### config.mk
export PLATFORM = sky130hd
export DESIGN_NAME = alu_issue_controller
export DESIGN_NICKNAME = d
export VERILOG_FILES = /design/src/rtl/alu_issue_controller.sv
export SDC_FILE = /design/constraint.sdc
export NUM_CORES = 1
export LEC_CHECK = 0
export CORE_MARGIN = 2
export CORE_UTILIZATION = 51
export DETAILED_ROUTE_END_ITERATION = 8
export PLACE_DENSITY_LB_ADDON = 0.05
export SETUP_SLACK_MARGIN = 0.5
export SLEW_MARGIN = 10
export SYNTH_ARGS = -nofsm -noshare
export SYNTH_HDL_FRONTEND = slang
export SYNTH_SLANG_ARGS = --single-unit
### constraint.sdc
create_clock -name clk -period 2 [get_ports clk]
set_input_delay 0.4 -clock clk [delete_from_list [all_inputs] [get_ports clk]]
set_output_delay 0.4 -clock clk [all_outputs]
set_load 0.005 [all_outputs]
### src/rtl/alu_issue_controller.sv
// alu_issue_controller: issues two-operand ALU ops from a 4x4-bit register file and writes results back
// Ports: clk/reset; instr_valid/instr/instr_ready issue handshake; ld_en/ld_addr/ld_data preload (idle only);
// alu_add/sub/lshift/rshift strobes with alu_in1/alu_in2 operands, alu_out/alu_overflow registered result;
// rd_sel/rd_data combinational register read; busy/done/flag_v status.
module alu_issue_controller #(
  parameter int ADD_LAT = 1,
  parameter int SHIFT_LAT = 3
) (
  input  logic       clk,
  input  logic       reset,
  input  logic       instr_valid,
  input  logic [7:0] instr,
  output logic       instr_ready,
  input  logic       ld_en,
  input  logic [1:0] ld_addr,
  input  logic [3:0] ld_data,
  output logic       alu_add,
  output logic       alu_sub,
  output logic       alu_lshift,
  output logic       alu_rshift,
  output logic [3:0] alu_in1,
  output logic [3:0] alu_in2,
  input  logic [3:0] alu_out,
  input  logic       alu_overflow,
  input  logic [1:0] rd_sel,
  output logic [3:0] rd_data,
  output logic       busy,
  output logic       done,
  output logic       flag_v
);
  localparam logic [1:0] IDLE = 2'd0, EXEC = 2'd1, WB = 2'd2;
  logic [1:0] state, op, rd;
  logic [3:0] regs [4];
  logic [3:0] opa, opb;
  logic [2:0] cnt;
  logic exec;
  // outputs are masked by reset so nothing leaks out while reset is held
  assign instr_ready = state == IDLE && !reset;
  assign busy = state != IDLE && !reset;
  assign done = state == WB && !reset;
  assign exec = state == EXEC && !reset;
  assign alu_add = exec && op == 2'd0;
  assign alu_sub = exec && op == 2'd1;
  assign alu_lshift = exec && op == 2'd2;
  assign alu_rshift = exec && op == 2'd3;
  assign alu_in1 = reset ? 4'd0 : opa;
  assign alu_in2 = reset ? 4'd0 : opb;
  assign rd_data = regs[rd_sel];
  always_ff @(posedge clk) begin
    if (reset) begin
      state <= IDLE;
      regs <= '{default: 4'd0};
      op <= 2'd0;
      rd <= 2'd0;
      opa <= 4'd0;
      opb <= 4'd0;
      cnt <= 3'd0;
      flag_v <= 1'b0;
    end else if (state == IDLE) begin
      if (ld_en) regs[ld_addr] <= ld_data;
      if (instr_valid) begin
        state <= EXEC;
        op <= instr[7:6];
        rd <= instr[5:4];
        opa <= regs[instr[3:2]];
        opb <= regs[instr[1:0]];
        cnt <= instr[7] ? 3'(SHIFT_LAT) : 3'(ADD_LAT);
      end
    end else if (state == EXEC) begin
      cnt <= cnt - 3'd1;
      if (cnt == 3'd1) state <= WB;
    end else begin
      if (state == WB) begin
        regs[rd] <= alu_out;
        flag_v <= alu_overflow;
      end
      state <= IDLE;
    end
  end
endmodule

Figure 1. Track usage over the die (run 1).
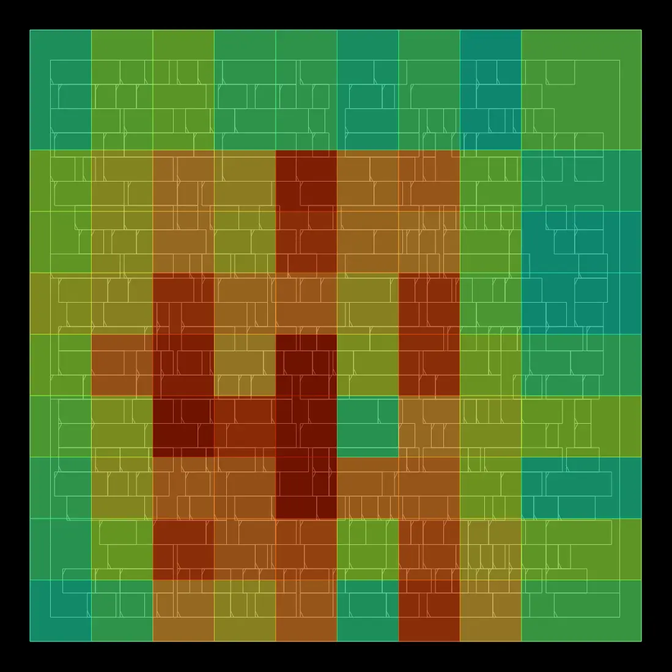
GR met3 Demand/Resource: 0.04545
met2 Use GR: 0.4856

Figure 2. A small window of the routed layout (run 1).
Bar = 10 um. Region (5, 5) to (30, 30) um. Cells in grey, sequential cells in the stronger grey; small squares are vias.
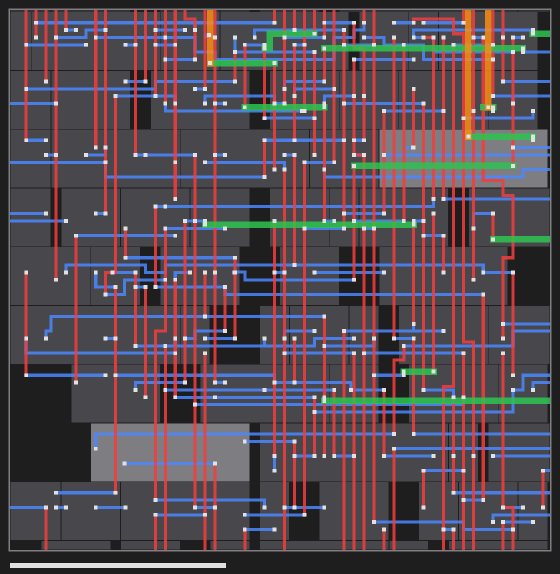
M3: shown in green. M2: shown in red. M4: shown in orange. M1: shown in blue.
Most frequent: buf_4 (7), clkdlybuf4s50_1 (5). Sequential cells in the window: 2. 55 logic cells have their middle in the window. Netlist names of flops here include flag_v (1), regs (1).

Figure 3. Sequential cells grouped by signal name (run 1).
Bar = 20 um. Other sequential cells in the stronger grey, the rest of the logic in the fainter grey.
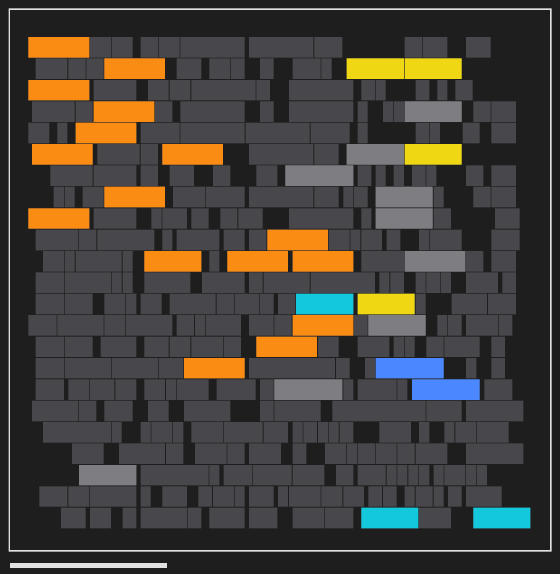
opa: shown in yellow, sequential cells 4, where upper right. state: shown in blue, sequential cells 2. regs: shown in orange, sequential cells 16. cnt: shown in cyan, sequential cells 3.
Another 9 sequential cells are not coloured.

==> impl_metrics.env, run 1 <==
# yosys + openroad results
export IMPL_status="finished, final reports clean"
export IMPL_routedWlPerCell_um=17.31
export IMPL_worstSetupStartpointType="flip-flop"
export IMPL_final_common_cell="nand2_1"
export IMPL_tightest_slew_ps=464.8
export IMPL_die_area_um2=4716
export IMPL_synth_avg_cell_area_um2=8.963
export IMPL_synth_warning_count=0
export IMPL_ys_cells=238
export IMPL_clk_power_uw=627
export IMPL_p_switching_uw=494.5
export IMPL_r2r_cells=6
export IMPL_ys_area_um2=2133
export IMPL_grt_start_max_net_pins=34
export IMPL_timing_rr_end="regs[8]$_SDFFE_PP0P_"
export IMPL_worstPathArrival_ps=1230
export IMPL_crit_path_end_kind="output port"
export IMPL_fp_util=0.5333
export IMPL_core_area_um2=4000
export IMPL_hpwl_um=3730
export IMPL_synth_cell_type_count=33
export IMPL_warnings=29
export IMPL_rrSetupSlack_ps=420
export IMPL_clock_fmax_mhz=614.0
export IMPL_layout_setup_ws_ps=371.4
export IMPL_hold_violations=0
export IMPL_p_per_area_nw_per_um2=550.7
export IMPL_ys_flops=34
export IMPL_syn_to_final_growth_pct=52.20
export IMPL_dp_slack_ps=-403.4
export IMPL_wirelength_um=6283
export IMPL_lay_top_cells="nand2_1 (32), nor2_1 (26), buf_4 (25)"
export IMPL_power_leader="sequential cells"
export IMPL_yosys_area_share_aoi=0.1607
export IMPL_place_area_um2=2660
## run 1: worst max path at each step
stage | startpoint | end | slack, ps | cells after the start
5_1_grt | state[1]$_SDFFE_PP0P_ | regs[15]$_SDFFE_PP0P_ | 320 | 6
4_1_cts | regs[2]$_SDFFE_PP0P_ | rd_data[2] | 300 | 2
3_3_place_gp | rd_sel[0] | rd_data[2] | -390 | 3
6_report | state[1]$_SDFFE_PP0P_ | instr_ready | 370 | 4
3_5_place_dp | rd_sel[0] | rd_data[2] | -400 | 3
2_1_floorplan | reset | alu_lshift | 510 | 5
## run 1: area by class of cell
type                            count  area [um2]  area share
Tap cell                           50       62.56     0.01927
Multi-Input combinational cell    186        1590      0.4898
Sequential cell                    34       715.7      0.2204
Clock inverter                      1       30.03    0.009249
Clock buffer                        7       76.32     0.02351
Inverter                            2       7.507    0.002312
Timing Repair Buffer               83       764.5      0.2355
## run 1: layer usage
| layer | GRT usage | share of wire | vias up |
|---|---|---|---|
| met5 | 0 | 0 | - |
| met4 | 0.06750 | 0.014 | 0 |
| met3 | 0.04545 | 0.064 | 11 |
| met2 | 0.4856 | 0.52 | 90 |
| met1 | 0.3622 | 0.40 | 1031 |
| li1 | - | - | 1018 |
## run 1: cell usage after synthesis
master,n
nand2b_1,3
buf_2,6
a32oi_1,12
o21ai_2,3
o21ai_0,5
nor4b_4,2
o22ai_1,1
and2_1,1
nand2_1,35
buf_1,2
a21oi_1,15
mux4_2,12
buf_6,3
ha_1,2
nor3b_1,1
or2_1,2
inv_1,2
and2b_1,2
nor2_1,30
nor2_2,1
nor3_2,1
nor2b_1,25
and4bb_1,1
nor4_1,3
dfxtp_1,34
clkbuf_1,5
mux2_2,6
mux2_1,7
o41ai_1,4
a22oi_1,6
a21boi_1,2
nor3_1,3
o211a_1,1
Figure 4. I/O nets highlighted (run 1).
Bar = 20 um.
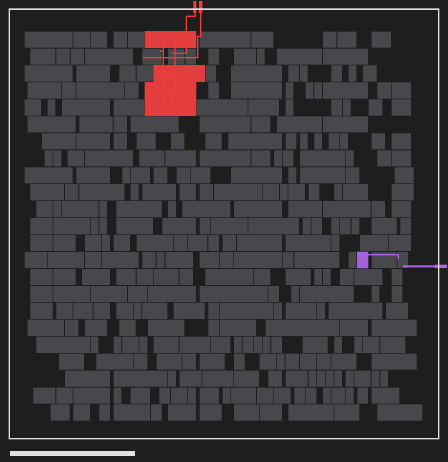

==> inputs of run 2 (changes only) <==
Settings changed: CORE_UTILIZATION 51 to 46.
Clock period 2 ns to 1.35 ns, I/O delays scaled along.
Figure 5. I/O nets highlighted (run 2).
Bar = 20 um.
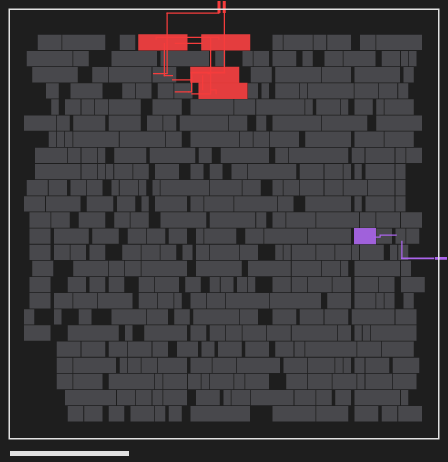
rd_sel: shown in red, direction input, edge top, end cells 4, wire 86.9 um. alu_add: shown in purple, direction output, edge right, end cells 1, wire 12.2 um.

Figure 6. Sequential cells grouped by signal name (run 2).
Bar = 20 um. Other sequential cells in the stronger grey, the rest of the logic in the fainter grey.
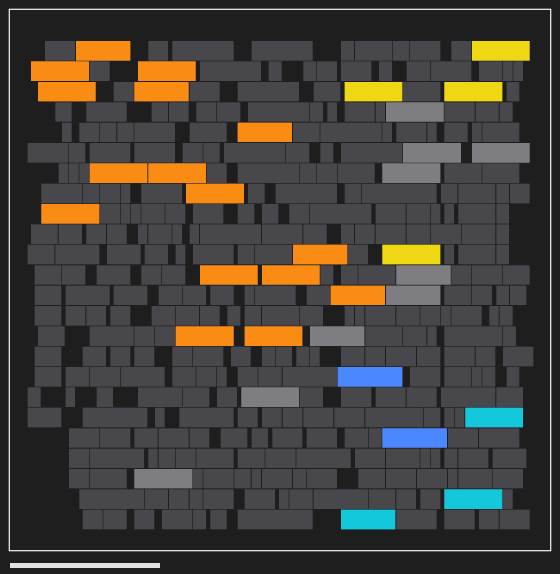
state: shown in blue, sequential cells 2. opa: shown in yellow, sequential cells 4, where upper right. cnt: shown in cyan, sequential cells 3. regs: shown in orange, sequential cells 16.

Figure 7. A small window of the routed layout (run 2).
Bar = 10 um. Region (6, 6) to (31, 31) um. Cells in grey, sequential cells in the stronger grey; small squares are vias.
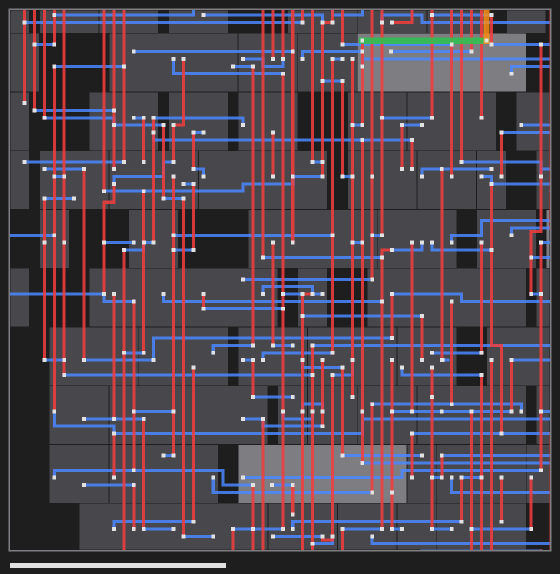
M4: shown in orange. M2: shown in red. M1: shown in blue. M3: shown in green.
46 logic cells have their middle in the window. Most frequent: buf_4 (10), buf_6 (4), nor2_1 (3). Sequential cells in the window: 2. Netlist names of flops here include flag_v (1), regs (1).

==> run 2 against run 1 <==
Against the previous run: the flow now finishes with violations (negative setup slack); core utilization rose by 4.3 points; sequential share of layout area shrank 3.0 points; sequential power increased by 48%; synthesized area unchanged; setup slack lost 630 ps; via count increased by 6.7%; total power grew 51%; register-to-register slack worse by 680 ps; wire length grew 12%; critical path type is now reg2reg; critical endpoint is now regs[8]$_SDFFE_PP0P_; largest power group unchanged.
==> impl_metrics.env, run 2 <==
# yosys + openroad results
export IMPL_warnings=30
export IMPL_logic_gate_count=186
export IMPL_grt_start_max_net_pins=18
export IMPL_buf_share=0.2896
export IMPL_final_common_cell="buf_4"
export IMPL_core_area_um2=4414
export IMPL_seq_share=0.1901
export IMPL_layout_setup_ws_ps=-261.2
export IMPL_lay_top_cells="buf_4 (45), nor2_1 (23), dfxtp_2 (23)"
export IMPL_clkCellAreaFrac=0.02522
export IMPL_yosysMostFrequentCell="nand2_1"
export IMPL_ys_flops=34
export IMPL_p_per_area_nw_per_um2=715.1
export IMPL_wirelength_um=7032
export IMPL_setup_violations=40
export IMPL_dp_slack_ps=-811.2
export IMPL_r2r_cells=6
export IMPL_hpwl_um=4392
export IMPL_ys_flop_type="dfxtp_1"
export IMPL_ys_area_um2=2133
export IMPL_worstSetupStartpointType="flip-flop"
export IMPL_taps=52
export IMPL_logic_area_um2=1794
export IMPL_hold_violations=0
export IMPL_fp_util=0.4833
export IMPL_clock_fmax_mhz=620.6
export IMPL_dominant_cells="combinational gates"
export IMPL_worstPathArrival_ps=1790
export IMPL_status="finished with violations"
export IMPL_place_area_um2=3067
export IMPL_ys_cells=238
export IMPL_signal_buffers=117
export IMPL_crit_path_end_kind="flip-flop"
export IMPL_tightest_slew_ps=338.9
export IMPL_yosys_area_share_aoi=0.1607
export IMPL_violations="negative setup slack"
export IMPL_nNonClkInverters=2
export IMPL_async_flop_share=0
## run 2: cell count changes in the layout (fill, tap and decap cells not counted), moves of 9 or more
| cell | previous run | this run |
|---|---|---|
| a21oi_1 | 14 | 1 |
| a21oi_2 | 0 | 14 |
| buf_4 | 25 | 45 |
| buf_6 | 10 | 20 |
| dlygate4sd2_1 | 13 | 4 |
| nand2_1 | 32 | 17 |
| nand2_4 | 1 | 14 |
## run 2: power by group
part / leakage [nW] / internal [mW] / switching, mW
clock network: 0.0472 / 0.410 / 0.394
registers: 0.288 / 1.03 / 0.0398
logic: 1.30 / 0.435 / 0.384
total: 1.64 / 1.88 / 0.818
## run 2: worst max-delay path, stage by stage, from the launching register on
cell and delay, ps:
dfxtp_4 370, buf_6 130, buf_16 130, nor4b_4 340
o21ai_2 90, buf_6 140, mux2_4 290
## run 2: routing by layer
metal	wire, um	share of wire	vias up	track usage
met3	260	0.037	10	0.03889
met1	2986	0.42	1122	0.3587
met5	0	0	-	0
met4	80	0.011	0	0.04612
li1	-	-	1086	-
met2	3704	0.53	77	0.4669
## run 2: cell families (layout without fill, tap and decap cells)
| group | Yosys count | in the layout |
|---|---|---|
| AND-OR/OR-AND | 49 | 49 |
| adder cells (fa/ha/maj) | 2 | 2 |
| AND/OR/NAND/NOR | 110 | 110 |
| multiplexers | 25 | 25 |
| buffers and inverters | 18 | 127 |
| flip-flops | 34 | 34 |
## run 2: path summary, 6_finish.rpt
kind	start	to	slack [ps]
hold reg to reg	flag_v$_SDFFE_PP0P_	flag_v$_SDFFE_PP0P_	460
hold / removal	reset	opa[0]$_SDFFE_PP0P_	240
setup reg to reg	state[1]$_SDFFE_PP0P_	regs[8]$_SDFFE_PP0P_	-260
setup / recovery	state[1]$_SDFFE_PP0P_	regs[8]$_SDFFE_PP0P_	-260
Figure 8. Selected gate families (run 2).
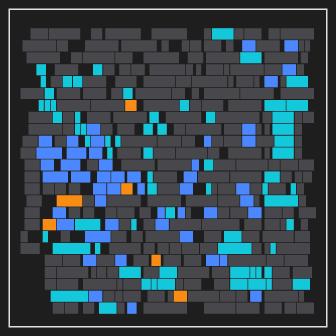

==> inputs of run 3 (changes only) <==
Settings changed: CORE_UTILIZATION 46 to 55.
Clock period 1.35 ns to 2 ns, I/O delays scaled along.
Figure 9. Selected gate families (run 3).
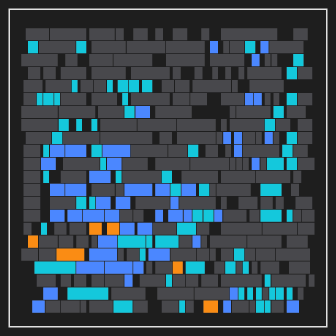
aoi and oai cells: shown in blue, cells 48. nor cells: shown in cyan, cells 66, where widely spread. and/or cells: shown in orange, cells 6.

Figure 10. Track usage over the die (run 3).
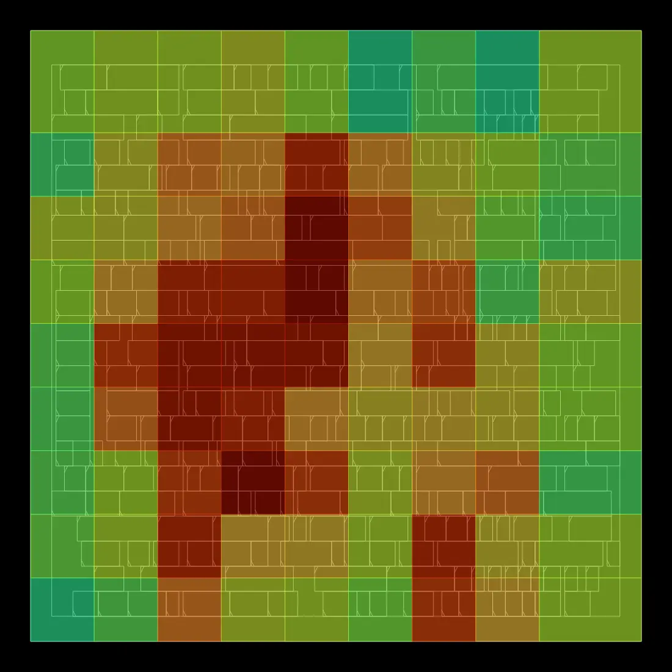
GR met3 Demand/Resource: 0.08348
Wirelength per Cell: 18.44 um
Most Crowded Layer GR: met2

==> run 3 against run 2 <==
Against the previous run: the flow now finishes without violations; clock skew is essentially flat; largest cell class unchanged; first-iteration DRC count grew 50%; total power fell by 33%; die area decreased by 15%; global-route usage grew 6.1 points.
==> impl_metrics.env, run 3 <==
# yosys + openroad results
export IMPL_wl_met1_um=2722
export IMPL_core_area_um2=3689
export IMPL_critical_path_top_delay_family="buffers and inverters"
export IMPL_worstSetupStartpointType="flip-flop"
export IMPL_lay_top_cells="nand2_1 (31), nor2_1 (26), buf_4 (25)"
export IMPL_ys_area_um2=2133
export IMPL_top_layer_used="met4"
export IMPL_syn_to_final_growth_pct=48.56
export IMPL_met3_length_um=379
export IMPL_logic_area_um2=1550
export IMPL_grt_start_max_net_pins=22
export IMPL_ys_flops=34
export IMPL_synth_warning_count=0
export IMPL_startpoint="state[1]$_SDFFE_PP0P_"
export IMPL_status="finished, final reports clean"
export IMPL_grtUsageMet1=0.3963
export IMPL_path_cells="buf_6 > buf_8 > buf_6 > nor4b_4 > o21ai_2 > buf_6 > mux2_4"
export IMPL_crit_path_top_delay_cell="dfxtp_4"
export IMPL_grt_util_met2=0.5425
export IMPL_crit_path_end_kind="flip-flop"
export IMPL_seqPwrFrac=0.401
export IMPL_p_int_mw=1.301
export IMPL_r2r_start="state[1]$_SDFFE_PP0P_"
Figure 11. I/O nets highlighted (run 3).
Bar = 20 um.
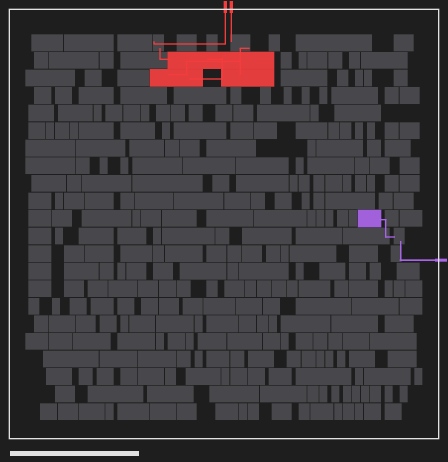
rd_sel: shown in red, direction input, edge top, end cells 4, wire 53.2 um. alu_add: shown in purple, direction output, edge right, end cells 1, wire 13.2 um.

-- run 3: what timing repair did --
item / in CTS / in global routing
setup buffers: 20 / 2
pin swaps: 8 / 13
setup endpoints to repair: 44 / 39
cloned: 1 / 0
gates resized: 111 / 29
-- run 3: worst paths after layout --
path                                        endpoint  slack [ps]  depth (start not counted)
worst max register to register  regs[4]$_SDFFE_PP0P_         310                          7
worst max-delay path            regs[4]$_SDFFE_PP0P_         310                          7
worst min-delay path             opa[1]$_SDFFE_PP0P_         450                          2
worst min register to register   opa[1]$_SDFFE_PP0P_         450                          2
-- run 3: metrics by stage --
step / power, mW / instance area, um2 / cells / hold WS [ps] / util
global placement: 1.043 / 2673 / 327 / 438.2 / 0.7246
detailed placement: 1.049 / 2673 / 327 / 443.7 / 0.7246
global route: 1.863 / 3169 / 357 / 477.8 / 0.8592
finish: 1.802 / 3169 / 357 / 449.3 / 0.8592
floorplan: 0.9179 / 2156 / 238 / 431.8 / -
CTS: 1.757 / 3083 / 355 / 449.9 / 0.8358
-- run 3: power groups by stage --
stage / Sequential [mW] / Clock, mW / Combinational (mW)
floorplan: 0.725 / 0 / 0.193
global placement: 0.735 / 0 / 0.308
detailed placement: 0.735 / 0 / 0.313
CTS: 0.718 / 0.658 / 0.380
global route: 0.724 / 0.695 / 0.444
finish: 0.722 / 0.665 / 0.415
-- run 3: cells by family (layout without fill, tap and decap cells) --
group           Yosys count  in the layout
mux                      25             25
simple gates            110            110
flops                    34             34
compound gates           49             49
buf+inv                  18             89
fa+ha+maj                 2              2
-- run 3: cell type report --
cell class	count	share of cell area
sequential	34	0.2235
tap	48	0.01895
timing repair buffer	80	0.2306
inverter	2	0.002369
multi-input combinational	186	0.4891
clock inverter	1	0.009475
clock buffer	6	0.02606
No activity file was given, so power comes from the tool's default toggle rates.
